File: src/rtl/sega_pad_reader.sv
// Sega 3-button gamepad poller.
// Polls the pad once per POLL_DIV + 2*SETTLE + 1 clocks. Each poll reads the pins
// with select high, then with select low, and publishes the decoded buttons as
// active-high bits on SegaData together with a one-cycle sega_update pulse.
module sega_pad_reader #(
    parameter int unsigned POLL_DIV = 100000,
    parameter int unsigned SETTLE   = 16
) (
    input  logic        clk,
    input  logic        rst,
    input  logic [5:0]  pad_in,
    output logic        pad_sel,
    output logic [31:0] SegaData,
    output logic        sega_update,
    output logic        pad_present
);

    localparam int unsigned CW = 20;
    localparam logic [CW-1:0] IDLE_LOAD   = CW'(POLL_DIV - 1);
    localparam logic [CW-1:0] SETTLE_LOAD = CW'(SETTLE - 1);

    typedef enum logic [1:0] {
        IDLE,
        HI_SETTLE,
        LO_SETTLE,
        COMMIT
    } PollState;

    PollState      state;
    logic [CW-1:0] count;
    logic [5:0]    syncStage1;
    logic [5:0]    syncStage2;
    logic [5:0]    hiSmp;
    // With select low, pin1/pin2 only repeat Up/Down, so only {pin9, pin6, pin4, pin3} are kept.
    logic [3:0]    loSmp;
    logic          padDetected;
    logic [31:0]   commitData;

    // Two-flop synchronizer for the asynchronous pad pins; released (all ones) on reset.
    always_ff @(posedge clk) begin
        if (rst) begin
            syncStage1 <= 6'h3F;
            syncStage2 <= 6'h3F;
        end else begin
            syncStage1 <= pad_in;
            syncStage2 <= syncStage1;
        end
    end

    // Decode the two captured pin sets into the published button word.
    always_comb begin
        padDetected = 1'b0;
        commitData  = 32'd0;
        padDetected = ~loSmp[0] & ~loSmp[1];
        if (padDetected) begin
            commitData = {23'd0, 1'b1, ~loSmp[3], ~loSmp[2], ~hiSmp};
        end
    end

    // Poll sequencer: idle dwell, select-high sample, select-low sample, then commit.
    always_ff @(posedge clk) begin
        if (rst) begin
            state       <= IDLE;
            count       <= IDLE_LOAD;
            pad_sel     <= 1'b1;
            SegaData    <= 32'd0;
            sega_update <= 1'b0;
            pad_present <= 1'b0;
            hiSmp       <= 6'h3F;
            loSmp       <= 4'hF;
        end else begin
            sega_update <= 1'b0;
            case (state)
                IDLE: begin
                    if (count == '0) begin
                        state <= HI_SETTLE;
                        count <= SETTLE_LOAD;
                    end else begin
                        count <= count - 1'b1;
                    end
                end
                HI_SETTLE: begin
                    if (count == '0) begin
                        hiSmp   <= syncStage2;
                        state   <= LO_SETTLE;
                        count   <= SETTLE_LOAD;
                        pad_sel <= 1'b0;
                    end else begin
                        count <= count - 1'b1;
                    end
                end
                LO_SETTLE: begin
                    if (count == '0) begin
                        loSmp   <= syncStage2[5:2];
                        state   <= COMMIT;
                        pad_sel <= 1'b1;
                    end else begin
                        count <= count - 1'b1;
                    end
                end
                COMMIT: begin
                    SegaData    <= commitData;
                    pad_present <= padDetected;
                    sega_update <= 1'b1;
                    state       <= IDLE;
                    count       <= IDLE_LOAD;
                end
                default: begin
                    state   <= IDLE;
                    count   <= IDLE_LOAD;
                    pad_sel <= 1'b1;
                end
            endcase
        end
    end

endmodule
File: config.mk
export PLATFORM = sky130hd
export DESIGN_NAME = sega_pad_reader
export DESIGN_NICKNAME = d
export VERILOG_FILES = /design/src/rtl/sega_pad_reader.sv
export SDC_FILE = /design/constraint.sdc
export NUM_CORES = 1
export LEC_CHECK = 0
export CORE_UTILIZATION = 25
export CTS_CLUSTER_SIZE = 12
export DETAILED_ROUTE_END_ITERATION = 12
export PLACE_DENSITY_LB_ADDON = 0.05
export SLEW_MARGIN = 0
export SYNTH_ARGS = -nofsm -noshare
export SYNTH_HDL_FRONTEND = slang
export SYNTH_SLANG_ARGS = --single-unit
export TNS_END_PERCENT = 50
File: constraint.sdc
create_clock -name clk -period 2.36 [get_ports clk]
set_input_delay 0.472 -clock clk [delete_from_list [all_inputs] [get_ports clk]]
set_output_delay 0.472 -clock clk [all_outputs]
set_load 0.01 [all_outputs]
**Zoomed window**

Region (37, 37) to (62, 62) um. Cells in gray, sequential cells in the stronger gray; small squares are vias.
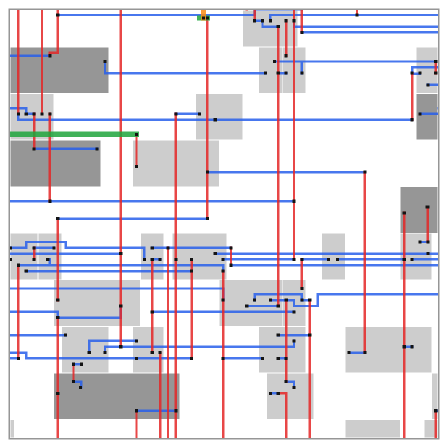
[green] M3
[orange] M4
[red] M2
[blue] M1
sequential cells in the window: 3
most frequent: inv_1 (3), clkbuf_8 (3), dfxtp_1 (3)
cells with their middle in the window: 24

**The clock network**

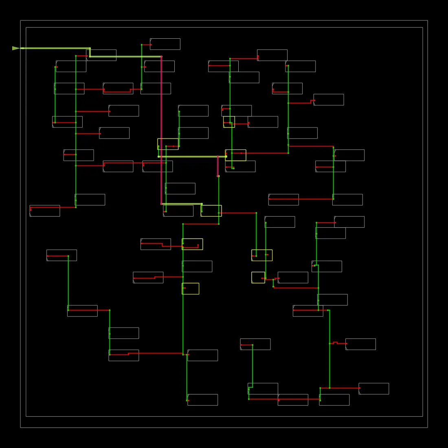
count of clock tree sinks: 55
Worst-Skew Late Latency: 310 ps
clock group total power: 554 uW
Inserted Clock Buffers: 5
FF+latch count: 55

**Placement by cell class**

(4 px per um) Fill, decap, tap and diode cells in gray.
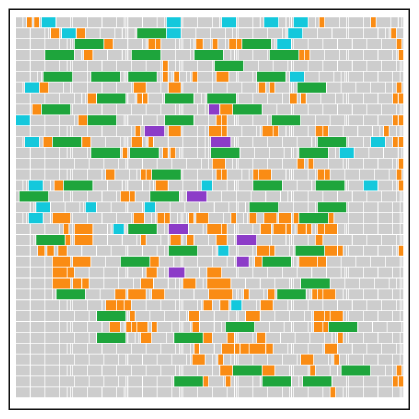
[green] registers | cells: 55 | share of their area: 43%
[cyan] remaining buffers and delay cells | cells: 25 | share of their area: 9.2%
[purple] clock drivers and dummy loads | cells: 8 | share of their area: 3.8%
[orange] remaining logic cells | cells: 189 | share of their area: 44%

==> notes.md <==
Implementation results.

According to the report, the first pass of detailed routing completed in 6 iterations. The post-synthesis sequential area ratio is 46.2%. The clock tree buffer depth is 2. The clock tree synthesis step divided the H-tree into 2 levels. The filler cell count in the final layout is 991. Setup repair after global routing left no endpoint under its margin. The share of cell area taken by muxes after synthesis is 0%. The share of the cycle needed by the critical path after routing is 92.7%. Note that the worst hold path type here is reg2reg. Summing the areas of all and, or, nand and nor instances in the mapped netlist gives 22.8% of the synthesized area. Together, buffers and inverters on the worst path number 2. Subtracting the final worst setup slack from the clock period gives 2190 ps. Detailed placement ended at an HPWL of 3180 um. Switching power as a fraction of the total was reported as 26.6%. The share of post-route cells with drive strength above 1 is 13.7%. Per the finish-stage timing summary, setup violations number 0. The number of DRC markers in iteration 0 is 37. The first-pass GRT wire length is 7610 um. The number of register bits inferred by synthesis is 55. The net switching component of the power is 449 uW. The share of power burned in combinational logic is 9.6%.

The number of cell instances on the worst register-to-register path is 7. The number of distinct standard cells referenced by the synthesized netlist is 38. The worst setup path is launched from a flip-flop.

By count the netlist is led by 55 x dfxtp_1, 27 x nor2_1, 24 x buf_4. Per the timing report, the biggest fanout along the worst path comes to 13. The area added between synthesis and finish is 13.9%.

The register with the most flip-flops in the layout has 20 of them. Once the clock tree was built, the setup fixing pass inserted 0 buffers. The logic share of the area is 39.6%. The relative contribution of sequential cells to total power is 57.6%. The capture point of the critical path was reported as hiSmp[3]. The core area is 9240 sq um. Cell internal power was estimated by the tool at 1.24 mW.

The global routing usage summed across all routing layers is 9.92%. The floorplan report gives the top-level pin count as 43. The die is 99.6 um wide.

count holds more flip-flops than any other register. In this design, the stage delay of the slowest critical-path cell is 490 ps. Looking at the max-slew report, the worst-margin pin has a slew of 750 ps.

The sequential standard cell area is 1100 sq um. The type of the worst setup path is reg2reg. In the post-synthesis netlist, the biggest area contributors are dfxtp_1 46%, buf_4 7.6%, nor2_1 4.3%, nand2_1 3.5%, or2_2 3.4%.

The headroom to the max-slew limit is 49.8%. The post-detailed-route via-to-cell ratio is 3.96. Port buffering added 19 buffers. The total die size is 9930 sq um. The number of gates resized after CTS is 0.

Broken down by cell family, the worst path's largest delay share belongs to simple AND/OR/NAND/NOR gates. The number of cells reported by Yosys stat comes to 257. The critical path crosses 7 cells after its start point. The via count of the first global-routing pass is 1480. The OpenROAD warning count is 30. The most used flip-flop cell after synthesis is dfxtp_1. The flow ran to the end, and the final reports show no timing, DRC or antenna violations. Across all register-to-register paths, the minimum setup slack is 170 ps.

The required time at the worst-slack endpoint is 2570 ps. For hold timing, the worst endpoint is syncStage2[3]. The worst min-delay path startpoint is syncStage1[3]. In this run, the synthesized area fraction spent on adder and majority cells is recorded as 3.15%. The synthesized netlist handed to floorplanning was reported with a cell count of 257.

The initial antenna violation count is 0. In the final layout, the registers with the most flip-flops are count: 20 flops, SegaData: 8 flops. The fraction of area in registers is 40.6%.

Entering global routing, the biggest net connects 20 pins. The final worst clock skew is 10.3 ps. Per the area breakdown, the dominant cell category is sequential cells.

The average wire length per cell after detail routing is 11.0 um. The element type at the critical path end is a flip-flop. Hold analysis shows the worst path with a depth of 1.

Per the GRT congestion report, total overflow comes to 0. The AND-OR/OR-AND share of the synthesized area is 9.66%. In the final layout, the clock buffer count is 5. OpenSTA lists the critical path startpoint as count[0]. For reference, XOR and XNOR gates occupy 5.88% of the area reported after synthesis. The power report attributes to the clock group a share of 32.8%. The remaining antenna violation count after routing is 0. The antenna diode instance count is 0. The floorplan has 35 rows. The TritonCTS clock tree is done. The signal on the critical path passes through inv_1 > ha_1 > or3b_1 > nor3_4 > buf_4 > nand3_2 > a211o_1. The arrival time of data at the worst endpoint is listed as 2400 ps. The floorplan step set the die height to 99.6 um. Non-clock inverters in the final layout number 12. The cell area after technology mapping is 2380 sq um. The chip area line in the Yosys stat output reads 2380 sq um.

The critical register-to-register path startpoint is count[0]. The count of multi-input combinational gates is 177. For this run, the number of Yosys warnings is 0.
-- through the flow --
step	std cells	hold WS (ps)	utilization, %	cell area, sq um	setup slack, ps
after global placement	398	391	28.3	2620	217
after global routing	406	439	29.4	2710	41.3
after CTS	406	424	29.4	2710	156
final	406	422	29.4	2710	173
after detailed placement	398	395	28.3	2620	163
after floorplan	279	389	-	2470	394
-- power groups by stage --
stage	clock (mW)	combinational, mW	sequential [mW]
after detailed placement	0	0.163	0.993
after CTS	0.590	0.163	0.972
after global placement	0	0.163	0.993
after floorplan	0	0.152	0.987
after global routing	0.633	0.184	0.975
final	0.554	0.162	0.971
-- metal layers --
metal,part of all wire (%),global-route usage [%],up-vias
met5,0,0,-
met4,0.90,3.05,0
met3,3.4,2.60,4
met2,43,15.1,44
met1,53,13.7,728
li1,-,-,831
No activity file was given, so power comes from the tool's default toggle rates.
